$ cat config.mk
export PLATFORM = sky130hd
export DESIGN_NAME = alu_arbiter
export DESIGN_NICKNAME = d
export VERILOG_FILES = /design/src/rtl/alu_arb_pkg.sv /design/src/rtl/alu_arb_rr.sv /design/src/rtl/alu_arbiter.sv
export SDC_FILE = /design/constraint.sdc
export NUM_CORES = 1
export LEC_CHECK = 0
export ABC_AREA = 1
export ABC_CLOCK_PERIOD_IN_PS = 4400
export CORE_MARGIN = 3
export CORE_UTILIZATION = 33
export CTS_CLUSTER_DIAMETER = 120
export DETAILED_ROUTE_END_ITERATION = 8
export PLACE_DENSITY = 0.69
export SYNTH_ARGS = -nofsm -noshare
export SYNTH_HDL_FRONTEND = slang
export SYNTH_SLANG_ARGS = --single-unit
export TNS_END_PERCENT = 50
$ cat constraint.sdc
create_clock -name clk -period 4.4 [get_ports clk]
set_input_delay 0.66 -clock clk [delete_from_list [all_inputs] [get_ports clk]]
set_output_delay 0.66 -clock clk [all_outputs]
set_load 0.02 [all_outputs]
$ cat src/rtl/alu_arb_pkg.sv
// Shared types and constants for the two-requester ALU arbiter.
package alu_arb_pkg;

    localparam int OP_W     = 3;
    localparam int REQ_FILT = 0;
    localparam int REQ_RATE = 1;

    typedef enum logic [1:0] {
        IDLE = 2'd0,
        EXEC = 2'd1,
        RESP = 2'd2
    } arb_state_e;

endpackage

$ cat src/rtl/alu_arb_rr.sv
// Two-way round-robin pick: a lone requester wins, a tie goes to the one not granted last.
module alu_arb_rr
    import alu_arb_pkg::*;
(
    input  logic [1:0] req_valid_i,
    input  logic       last_grant_i,
    output logic [1:0] grant_o
);

    always_comb begin
        grant_o = 2'b00;
        unique case (req_valid_i)
            2'b01:   grant_o[REQ_FILT] = 1'b1;
            2'b10:   grant_o[REQ_RATE] = 1'b1;
            2'b11: begin
                if (last_grant_i) grant_o[REQ_FILT] = 1'b1;
                else              grant_o[REQ_RATE] = 1'b1;
            end
            default: grant_o = 2'b00;
        endcase
    end

endmodule

$ cat src/rtl/alu_arbiter.sv
// Shares one combinational ALU between the sample filter and the rate calculator.
// Define ALU_ARB_STATS_EN to add the saturating per-requester grant counters.
module alu_arbiter
    import alu_arb_pkg::*;
#(
    parameter int WIDTH = 32
`ifdef ALU_ARB_STATS_EN
    ,
    parameter int STAT_W = 16
`endif
) (
    input  logic             clk,
    input  logic             rst_n,
    input  logic [1:0]       req_valid,
    output logic [1:0]       req_ready,
    input  logic [OP_W-1:0]  req_op0,
    input  logic [WIDTH-1:0] req_a0,
    input  logic [WIDTH-1:0] req_b0,
    input  logic [OP_W-1:0]  req_op1,
    input  logic [WIDTH-1:0] req_a1,
    input  logic [WIDTH-1:0] req_b1,
    output logic [1:0]       resp_valid,
    input  logic [1:0]       resp_ready,
    output logic [WIDTH-1:0] resp_data,
    output logic [OP_W-1:0]  alu_op,
    output logic [WIDTH-1:0] alu_a,
    output logic [WIDTH-1:0] alu_b,
    input  logic [WIDTH-1:0] alu_result,
    output logic             busy
`ifdef ALU_ARB_STATS_EN
    ,
    output logic [STAT_W-1:0] grant_cnt0,
    output logic [STAT_W-1:0] grant_cnt1
`endif
);

    arb_state_e       state_q, state_d;
    logic             last_grant_q;
    logic             owner_q, owner_d;
    logic [OP_W-1:0]  op_q;
    logic [WIDTH-1:0] a_q, b_q, result_q;
    logic [1:0]       grant;
    logic             accept;

    alu_arb_rr u_rr (
        .req_valid_i  (req_valid),
        .last_grant_i (last_grant_q),
        .grant_o      (grant)
    );

    assign accept  = (state_q == IDLE) && (|req_valid);
    assign owner_d = grant[REQ_RATE];

    always_ff @(posedge clk or negedge rst_n) begin
        if (!rst_n) state_q <= IDLE;
        else        state_q <= state_d;
    end

    always_comb begin
        state_d = state_q;
        unique case (state_q)
            IDLE:    if (accept) state_d = EXEC;
            EXEC:    state_d = RESP;
            RESP:    if (resp_ready[owner_q]) state_d = IDLE;
            default: state_d = IDLE;
        endcase
    end

    // Only the owner's resp_ready is honoured; the other bit is don't-care.
    always_comb begin
        req_ready  = 2'b00;
        resp_valid = 2'b00;
        busy       = 1'b0;
        unique case (state_q)
            IDLE:    req_ready = grant;
            EXEC:    busy = 1'b1;
            RESP: begin
                busy                = 1'b1;
                resp_valid[owner_q] = 1'b1;
            end
            default: ;
        endcase
    end

    // Operand registers are loaded only on accept, so the ALU inputs hold between ops.
    always_ff @(posedge clk or negedge rst_n) begin
        if (!rst_n) begin
            last_grant_q <= 1'b1;
            owner_q      <= 1'b0;
            op_q         <= '0;
            a_q          <= '0;
            b_q          <= '0;
            result_q     <= '0;
        end else begin
            if (accept) begin
                last_grant_q <= owner_d;
                owner_q      <= owner_d;
                op_q         <= owner_d ? req_op1 : req_op0;
                a_q          <= owner_d ? req_a1  : req_a0;
                b_q          <= owner_d ? req_b1  : req_b0;
            end
            if (state_q == EXEC) result_q <= alu_result;
        end
    end

    assign alu_op    = op_q;
    assign alu_a     = a_q;
    assign alu_b     = b_q;
    assign resp_data = result_q;

`ifdef ALU_ARB_STATS_EN
    logic [STAT_W-1:0] cnt0_q, cnt1_q;

    always_ff @(posedge clk or negedge rst_n) begin
        if (!rst_n) begin
            cnt0_q <= '0;
            cnt1_q <= '0;
        end else if (accept) begin
            if (grant[REQ_FILT] && (cnt0_q != '1)) cnt0_q <= cnt0_q + 1'b1;
            if (grant[REQ_RATE] && (cnt1_q != '1)) cnt1_q <= cnt1_q + 1'b1;
        end
    end

    assign grant_cnt0 = cnt0_q;
    assign grant_cnt1 = cnt1_q;
`endif

endmodule

run_1/clocks.png
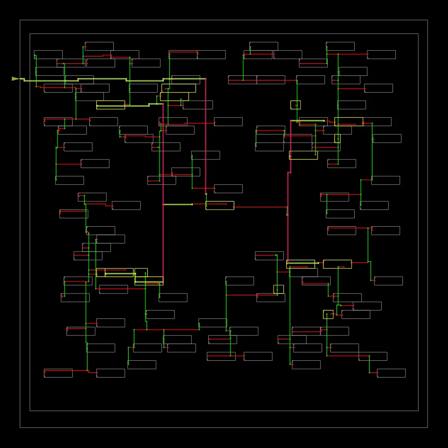
clock network power consumption: 0.000825 W
layout sequential cell count: 103

run_1/flops_by_reg.png
(3 px per um) Other sequential cells in the stronger grey, the rest of the logic in the fainter grey.
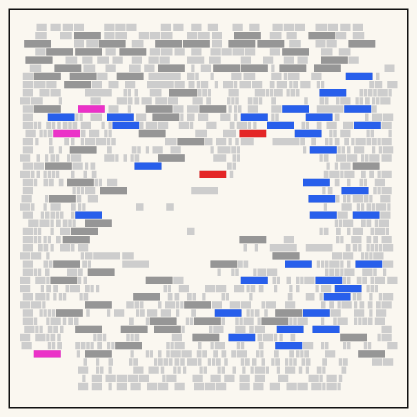
red -> state_q  # placed flops 2
blue -> alu_b  # placed flops 32
magenta -> alu_op  # placed flops 3
Seq group: 0.00169 W
fraction of area in registers: 0.305

run_1/logic_types.png
(4 px per um)
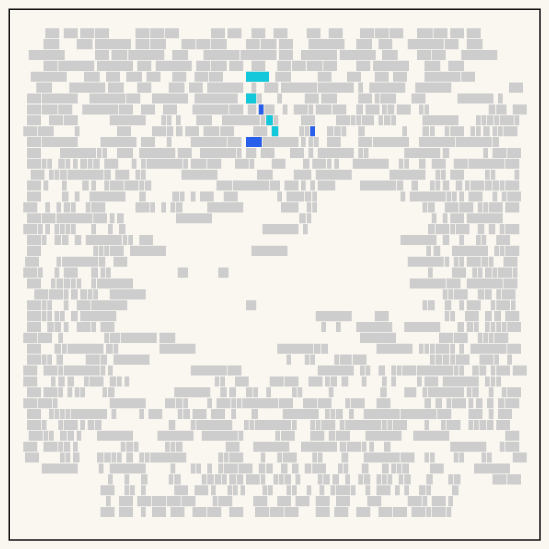
blue -> nor cells  # cells 3, most used nor2_1
cyan -> aoi and oai cells  # cells 4, most used o21ai_1, where north
logic gate fraction of the total cell area: 0.232
Layout Cells excl Fill: 1,150
top logic cell by instance count in the layout: sky130_fd_sc_hd__clkdlybuf4s50_1

run_1/io_fan.png
(3 px per um)
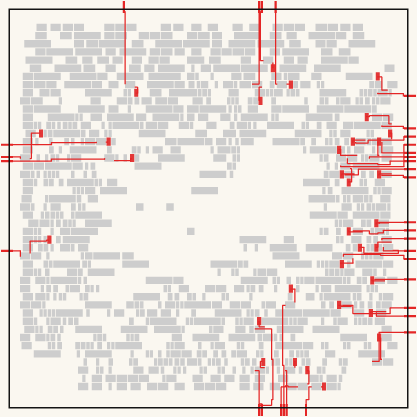
red -> req_b0  # bits 32, direction input, end cells 32, buffers 32, wire 749 um
count of buffers inserted at the top-level ports: 275
number of ports placed on the die boundary: 276

==> impl_metrics.csv, run 1 <==
group,metric,value,unit
run_status,status,"complete, no violations",
clock_tree,clock_pin_slew_on_the_worst_setup_and_hold_paths,0.07,ns
critical_path,critPathMaxStageDelay,0.65,ns
timing,max_slew.worst_pin.slew,1.08,ns
routing,detailroute.wirelength.met3,1190,um
floorplan,tapCellCount,211,
placement,dpl.cell_count,1134,
final_layout,logic_area,1960,um2
critical_path,crit_path_cell_trace,"clkdlybuf4s50_1, inv_1, a211oi_1, clkdlybuf4s50_1",
clock_tree,clock-root-buffer,"sky130_fd_sc_hd__clkbuf_16",
pwr,pwr-share-seq,0.307,
clock_tree,cts_repair_resized_insts,0,
floorplan,floorplan_row_count,45,
floorplan,chip_area,17500,um2
final_layout,layout.cell_area.non_filler,8450,um2
critical_path,launch_point_of_the_worst_reg_to_reg_path,"last_grant_q$_DFFE_PN1P_",
final_layout,nMultiInputCombCells,393,
pwr,leakage,4.31,nW
final_layout,drive_above_1_share,0.0660,
synth,yosys_warnings,0,
critical_path,crit_path_end,"req_ready[0]",
timing,max_clock_freq,348,MHz
timing,period_minus_slack,2.88,ns
clock_tree,tritoncts,"done",
synth,top_area_cell_types,"sky130_fd_sc_hd__dfrtp_1, sky130_fd_sc_hd__nand2_1, sky130_fd_sc_hd__nand3_1",
synth,synth.cellmix.compoundShare,0.00499,
routing,drc,0,
final_layout,fillers,1472,
final_layout,largest_cell_class,"non-clock buffers",
synth,asyncSetResetFlopFracSynth,1.00,
floorplan,die_width,132,um
grt,gr-usage-met1,0.228,
placement,gp_routability_congestion,0.766,
placement,placement.cell_area,8150,um2
pwr,comb_group,0.00298,W
grt,grt-busiest-layer,"met2",
min_path,timing.hold.worst.class,"reg2reg",
clock_tree,holdBufCountCts,0,
final_layout,layout.buffer.nonclock.area_share,0.332,
timing,relSlewSlack,0.283,
synth,ys_chip_area,5260,um2
final_layout,layout.clock_buffers,9,
critical_path,required,3.74,ns
synth,ys.flop_type,"sky130_fd_sc_hd__dfrtp_1",
pwr,power.ir.vdd_worst,0.374,mV
final_layout,clock_area_frac,0.0361,
synth,synth_cell_types,19,
critical_path,worst-setup-path-type,"in2out",
grt,antenna_found_initial,0,
timing,slew_violations,0,
final_layout,core_occupancy_in_the_finished_layout,0.548,
synth,synth_simple_gate_area_share,0.286,
routing,m1WireLength,6750,um
clock_tree,numClockSinks,103,
clock_tree,cts-buffers-inserted,9,
timing,post-route-worst-setup-slack,1.52,ns
placement,place_ws,1.37,ns
grt,global_route.usage.met2,0.332,
floorplan,floorplanUtilization,0.341,
min_path,beginning_of_the_worst_hold_path,"alu_a[14]$_DFFE_PN0P_",
timing,final_setup_violation_count,0,
final_layout,inverters,145,
clock_tree,cts-root-to-sink-buffers,2,
synth,yosysSeqAreaShare,0.490,
grt,track_usage,0.189,
min_path,hold-path-endpoint,"alu_a[14]$_DFFE_PN0P_",
routing,top_layer,"met4",
timing,finalSetupTns,0,ns
pwr,internal_power,0.00328,W
pwr,combinationalPowerShare,0.543,
clock_tree,htree_num_levels,3,
final_layout,final_nets,1110,
critical_path,reg2reg_slack,2.25,ns
timing,final.period_utilization,0.654,
routing,drt_iter0_drc,153,
floorplan,fp.dieH,132,um
critical_path,crit_fanout,4,
grt,grtUsageMet3,0.0553,
routing,routed-via-count,5132,
grt,first_global_vias,5076,
routing,route.final.wire_length,16500,um
critical_path,reg2regPathDepth,6,
grt,grt_max_degree,83,
synth,ys_cells,680,
critical_path,timing.critical_path.buf_inv,3,
critical_path,cp-startpoint,"req_valid[0]",
grt,grt_pass1_wl,26700,um
clock_tree,setup_repair_bufs_after_cts,0,
synth,syn_area_per_cell,7.74,um2
synth,numSynthFlops,103,
pwr,top_power_group,"combinational logic",
final_layout,signal_buffers,282,
synth,synth.cell_area,5260,um2
critical_path,setup_crit_end_kind,"output pin",
critical_path,crit_family,"buffers and inverters",
synth,edf_count,0,
critical_path,crit_path_top_delay_cell,"sky130_fd_sc_hd__clkdlybuf4s50_1",
routing,ant_nets,0,
pwr,power.total,0.00550,W
timing,rsz0062_at_grt,"false",
final_layout,layout_top_cells_excl_fill_tap,"sky130_fd_sc_hd__clkdlybuf4s50_1, sky130_fd_sc_hd__nand2_1, sky130_fd_sc_hd__inv_1, sky130_fd_sc_hd__nand3_1, sky130_fd_sc_hd__dfrtp_1",
flow_run,drv.max_cap_violation_count,0,
pwr,switching_share,0.403,
grt,grt_remaining_overflow,0,
synth,xor_share,0,
pwr,power.density_cell_area,650,nW/um2
synth,post_synthesis_mux_area_share,0.0685,
synth,floorplan.nets,856,
critical_path,critical_path_cell_count,4,
timing,hold_viol_final,0,
timing,fin_worst_hold_slack,0.479,ns
critical_path,crit_path_most_repeated_cell,"sky130_fd_sc_hd__clkdlybuf4s50_1",
routing,vias_per_cell,4.46,
synth,netlist.top_cell.by_area,"sky130_fd_sc_hd__dfrtp_1",
timing,fin_skew,0.00722,ns
synth,yosys.area.top_type_share,0.485,
final_layout,antenna_diode_count,0,
==> run 2, diff against run 1 <==
--- a/config.mk
+++ b/config.mk
@@ -6,7 +6,7 @@
 export NUM_CORES = 1
 export LEC_CHECK = 0
 export ABC_AREA = 1
-export ABC_CLOCK_PERIOD_IN_PS = 4400
+export ABC_CLOCK_PERIOD_IN_PS = 2700
 export CORE_MARGIN = 3
 export CORE_UTILIZATION = 33
 export CTS_CLUSTER_DIAMETER = 120
==> constraint.sdc (replaced) <==
create_clock -name clk -period 2.7 [get_ports clk]
set_input_delay 0.405 -clock clk [delete_from_list [all_inputs] [get_ports clk]]
set_output_delay 0.405 -clock clk [all_outputs]
set_load 0.02 [all_outputs]
==> impl_metrics.csv, run 2 <==
group,metric,value,unit
critical_path,reg2regPathDepth,7,
synth,syn_area_per_cell,7.74,um2
synth,floorplan.nets,856,
critical_path,timing.critical_path.buf_inv,3,
final_layout,drive_above_1_share,0.0689,
routing,routed-via-count,5174,
pwr,power.density_cell_area,1050,nW/um2
final_layout,inverters,145,
final_layout,clock_area_frac,0.0329,
routing,drc,0,
clock_tree,numClockSinks,103,
clock_tree,cts-root-to-sink-buffers,2,
placement,dpl.cell_count,1137,
pwr,comb_group,0.00493,W
synth,asyncSetResetFlopFracSynth,1.00,
grt,grt-busiest-layer,"met2",
clock_tree,clock_pin_slew_on_the_worst_setup_and_hold_paths,0.07,ns
clock_tree,holdBufCountCts,1,
synth,yosys_warnings,0,
routing,vias_per_cell,4.48,
timing,final_setup_violation_count,0,
grt,global_route.usage.met2,0.338,
timing,max_slew.worst_pin.slew,0.764,ns
grt,grt_max_degree,68,
final_layout,area.growth.synth_to_final,61.9,%
pwr,switching_share,0.406,
routing,ant_nets,0,
routing,m1WireLength,6630,um
critical_path,launch_point_of_the_worst_reg_to_reg_path,"state_q[0]$_DFFE_PN0P_",
floorplan,tapCellCount,211,
pwr,internal_power,0.00532,W
final_layout,layout.cell_area.non_filler,8520,um2
synth,xor_share,0,
timing,relSlewSlack,0.491,
critical_path,crit_family,"buffers and inverters",
pwr,power.ir.vdd_worst,0.679,mV
critical_path,required,2.30,ns
routing,route.final.wire_length,16500,um
pwr,pwr-share-seq,0.308,
final_layout,nMultiInputCombCells,393,
timing,fin_skew,0.00541,ns
grt,grtUsageMet3,0.0683,
final_layout,layout_top_cells_excl_fill_tap,"sky130_fd_sc_hd__clkdlybuf4s50_1, sky130_fd_sc_hd__nand2_1, sky130_fd_sc_hd__inv_1, sky130_fd_sc_hd__nand3_1, sky130_fd_sc_hd__dfrtp_1",
routing,top_layer,"met4",
synth,edf_count,0,
critical_path,crit_path_top_delay_cell,"sky130_fd_sc_hd__clkdlybuf4s50_1",
clock_tree,tritoncts,"done",
clock_tree,setup_repair_bufs_after_cts,0,
critical_path,crit_path_cell_trace,"inv_1, ha_1, inv_2, a211oi_1, clkdlybuf4s50_1",
clock_tree,cts_repair_resized_insts,0,
timing,fin_worst_hold_slack,0.440,ns
grt,grt_pass1_wl,26500,um
final_layout,layout.clock_buffers,10,
grt,track_usage,0.187,
clock_tree,clock-root-buffer,"sky130_fd_sc_hd__clkbuf_16",
synth,yosysSeqAreaShare,0.490,
synth,yosys.area.top_type_share,0.485,
pwr,leakage,4.35,nW
critical_path,cp-startpoint,"state_q[0]$_DFFE_PN0P_",
final_layout,largest_cell_class,"non-clock buffers",
synth,ys.flop_type,"sky130_fd_sc_hd__dfrtp_1",
final_layout,signal_buffers,286,
pwr,pg_clk,0.00126,W
critical_path,setup_crit_end_kind,"output pin",
floorplan,fp.dieH,132,um
pwr,top_power_group,"combinational logic",
flow_run,drv.max_cap_violation_count,0,
final_layout,layout_top_cell,"sky130_fd_sc_hd__clkdlybuf4s50_1",
critical_path,critical_path_cell_count,5,
timing,max_clock_freq,410,MHz
timing,slew_violations,0,
synth,synth.cell_area,5260,um2
synth,numSynthFlops,103,
critical_path,crit_fanout,4,
run_status,status,"complete, no violations",
min_path,timing.hold.worst.class,"in2async",
placement,placement.cell_area,8230,um2
placement,gp_routability_congestion,0.747,
grt,grt_remaining_overflow,0,
critical_path,worst-setup-path-type,"reg2out",
synth,synth_simple_gate_area_share,0.286,
placement,io_buffer_count,275,
grt,first_global_vias,5132,
routing,drt_iter0_drc,230,
pwr,power.clock.fraction,0.141,
final_layout,fillers,1465,
clock_tree,htree_num_levels,3,
final_layout,final_nets,1114,
timing,final.period_utilization,0.903,
final_layout,layout.buffer.nonclock.area_share,0.340,
clock_tree,clk_latency,0.34,ns
synth,top_area_cell_types,"sky130_fd_sc_hd__dfrtp_1, sky130_fd_sc_hd__nand2_1, sky130_fd_sc_hd__nand3_1",
timing,hold_viol_final,0,
synth,post_synthesis_mux_area_share,0.0685,
synth,netlist.top_cell.by_area,"sky130_fd_sc_hd__dfrtp_1",
grt,gr-usage-met1,0.210,
final_layout,comb_area_share,0.230,
final_layout,nFlopsAndLatches,103,
pwr,seq_group,0.00276,W
floorplan,chip_area,17500,um2
pwr,power.total,0.00895,W
grt,antenna_found_initial,0,
floorplan,floorplan.io_pins,276,
critical_path,crit_path_end,"req_ready[0]",
synth,ys_chip_area,5260,um2
floorplan,floorplanUtilization,0.341,
final_layout,logic_area,1960,um2
timing,period_minus_slack,2.44,ns
floorplan,floorplan_row_count,45,
routing,detailroute.wirelength.met3,1360,um
timing,post-route-worst-setup-slack,0.262,ns
critical_path,critPathMaxStageDelay,0.64,ns
timing,finalSetupTns,0,ns
synth,synth.cellmix.compoundShare,0.00499,
timing,rsz0062_at_grt,"false",
pwr,combinationalPowerShare,0.551,
run_2/cell_density.png
(2 px per um) 13 x 13 tiles, from dark purple (low) to yellow (high), 0 to 100% covered.
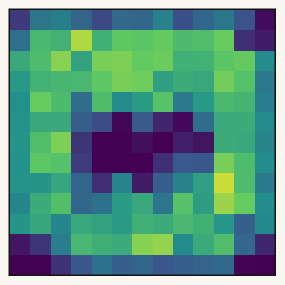
fullest tile = 92%
densest ninth of the die = north
tiles over 75% full = 12%
mean over tiles = 47%
emptiest ninth of the die = centre
nearly empty tiles = 6.5%
core occupancy in the finished layout: 0.552
core footprint: 15,400 um2

run_2/io_fan.png
(3 px per um)
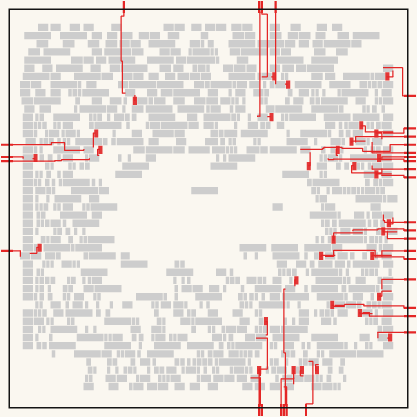
red -> req_b0  # bits 32, direction input, end cells 32, buffers 32, wire 747 um

==> run 3, diff against run 2 <==
--- a/config.mk
+++ b/config.mk
@@ -7,10 +7,11 @@
 export LEC_CHECK = 0
 export ABC_AREA = 1
 export ABC_CLOCK_PERIOD_IN_PS = 2700
-export CORE_MARGIN = 3
+export CORE_MARGIN = 4
 export CORE_UTILIZATION = 33
 export CTS_CLUSTER_DIAMETER = 120
 export DETAILED_ROUTE_END_ITERATION = 8
+export GPL_ROUTABILITY_DRIVEN = 1
 export PLACE_DENSITY = 0.69
 export SYNTH_ARGS = -nofsm -noshare
 export SYNTH_HDL_FRONTEND = slang
==> impl_metrics.csv, run 3 <==
group,metric,value,unit
run_status,status,"complete, no violations",
floorplan,tapCellCount,211,
grt,track_usage,0.185,
clock_tree,htree_num_levels,3,
timing,fin_skew,0.00548,ns
min_path,hold-path-endpoint,"alu_a[29]$_DFFE_PN0P_",
synth,floorplan.nets,856,
routing,drt_iter0_drc,199,
synth,yosysSeqAreaShare,0.490,
synth,ys_chip_area,5260,um2
floorplan,floorplan.io_pins,276,
clock_tree,cts_repair_resized_insts,0,
timing,max_slew.worst_pin.slew,0.761,ns
critical_path,crit_fanout,4,
synth,synth_cell_types,19,
final_layout,fillers,1457,
final_layout,layout.cell_area.non_filler,8550,um2
timing,hold_viol_final,0,
pwr,leakage,4.36,nW
pwr,top_power_group,"combinational logic",
grt,first_global_vias,5126,
floorplan,fp.dieH,134,um
pwr,power.ir.vdd_worst,0.617,mV
timing,slew_violations,0,
flow_run,drv.max_cap_violation_count,0,
synth,ys_cells,680,
critical_path,cp-startpoint,"state_q[1]$_DFFE_PN0P_",
clock_tree,setup_repair_bufs_after_cts,0,
final_layout,final_nets,1113,
final_layout,drive_above_1_share,0.0679,
synth,asyncSetResetFlopFracSynth,1.00,
final_layout,layout.clock_buffers,10,
synth,xor_share,0,
routing,drc,0,
grt,grtUsageMet3,0.0645,
floorplan,floorplan_row_count,45,
clock_tree,clock_pin_slew_on_the_worst_setup_and_hold_paths,0.07,ns
final_layout,nMultiInputCombCells,393,
pwr,power.density_cell_area,1060,nW/um2
critical_path,critPathMaxStageDelay,0.67,ns
critical_path,crit_path_top_delay_cell,"sky130_fd_sc_hd__clkdlybuf4s50_1",
critical_path,crit_path_cell_trace,"inv_1, ha_1, inv_2, a211oi_1, clkdlybuf4s50_1",
pwr,seq_group,0.00275,W
placement,io_buffer_count,275,
grt,antenna_found_initial,0,
final_layout,seqAreaFraction,0.302,
grt,global_route.usage.met2,0.318,
placement,gp_routability_congestion,0.763,
synth,yosys.area.top_type_share,0.485,
pwr,internal_power,0.00544,W
final_layout,inverters,145,
pwr,power.clock.fraction,0.149,
timing,post-route-worst-setup-slack,0.203,ns
pwr,switching_share,0.400,
final_layout,layout_top_cells_excl_fill_tap,"sky130_fd_sc_hd__clkdlybuf4s50_1, sky130_fd_sc_hd__nand2_1, sky130_fd_sc_hd__inv_1, sky130_fd_sc_hd__nand3_1, sky130_fd_sc_hd__dfrtp_1",
floorplan,floorplanUtilization,0.341,
floorplan,chip_area,18000,um2
pwr,power.total,0.00905,W
routing,vias_per_cell,4.39,
routing,route.final.wire_length,16600,um
clock_tree,holdBufCountCts,1,
final_layout,logic_area,1960,um2
final_layout,largest_cell_class,"non-clock buffers",
critical_path,critical_path_cell_count,5,
synth,numSynthFlops,103,
grt,grt_remaining_overflow,0,
final_layout,layout_top_cell,"sky130_fd_sc_hd__clkdlybuf4s50_1",
synth,top_area_cell_types,"sky130_fd_sc_hd__dfrtp_1, sky130_fd_sc_hd__nand2_1, sky130_fd_sc_hd__nand3_1",
clock_tree,tritoncts,"done",
run_3/logic_types.png
(4 px per um)
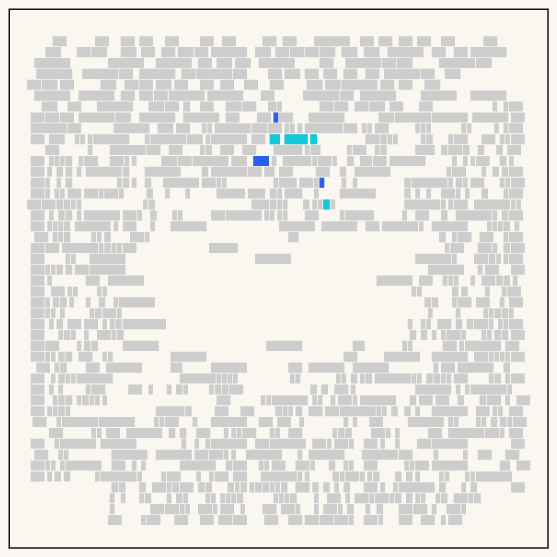
blue -> nor cells  # cells 3, most used nor2_1
cyan -> aoi and oai cells  # cells 4, most used o21ai_1, where north
Layout Cells excl Fill: 1,153
logic gate fraction of the total cell area: 0.229

run_3/clocks.png
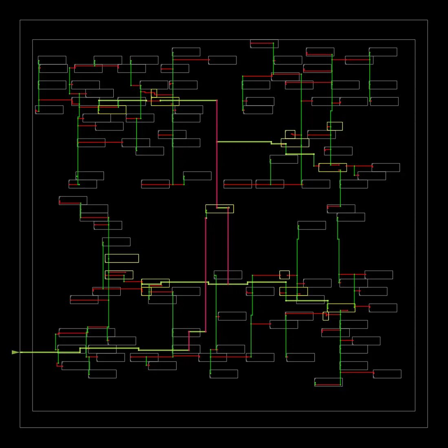
Clock Sinks: 103
Latency at later pin: 0.35 ns

Power and IR drop assume default switching activity.
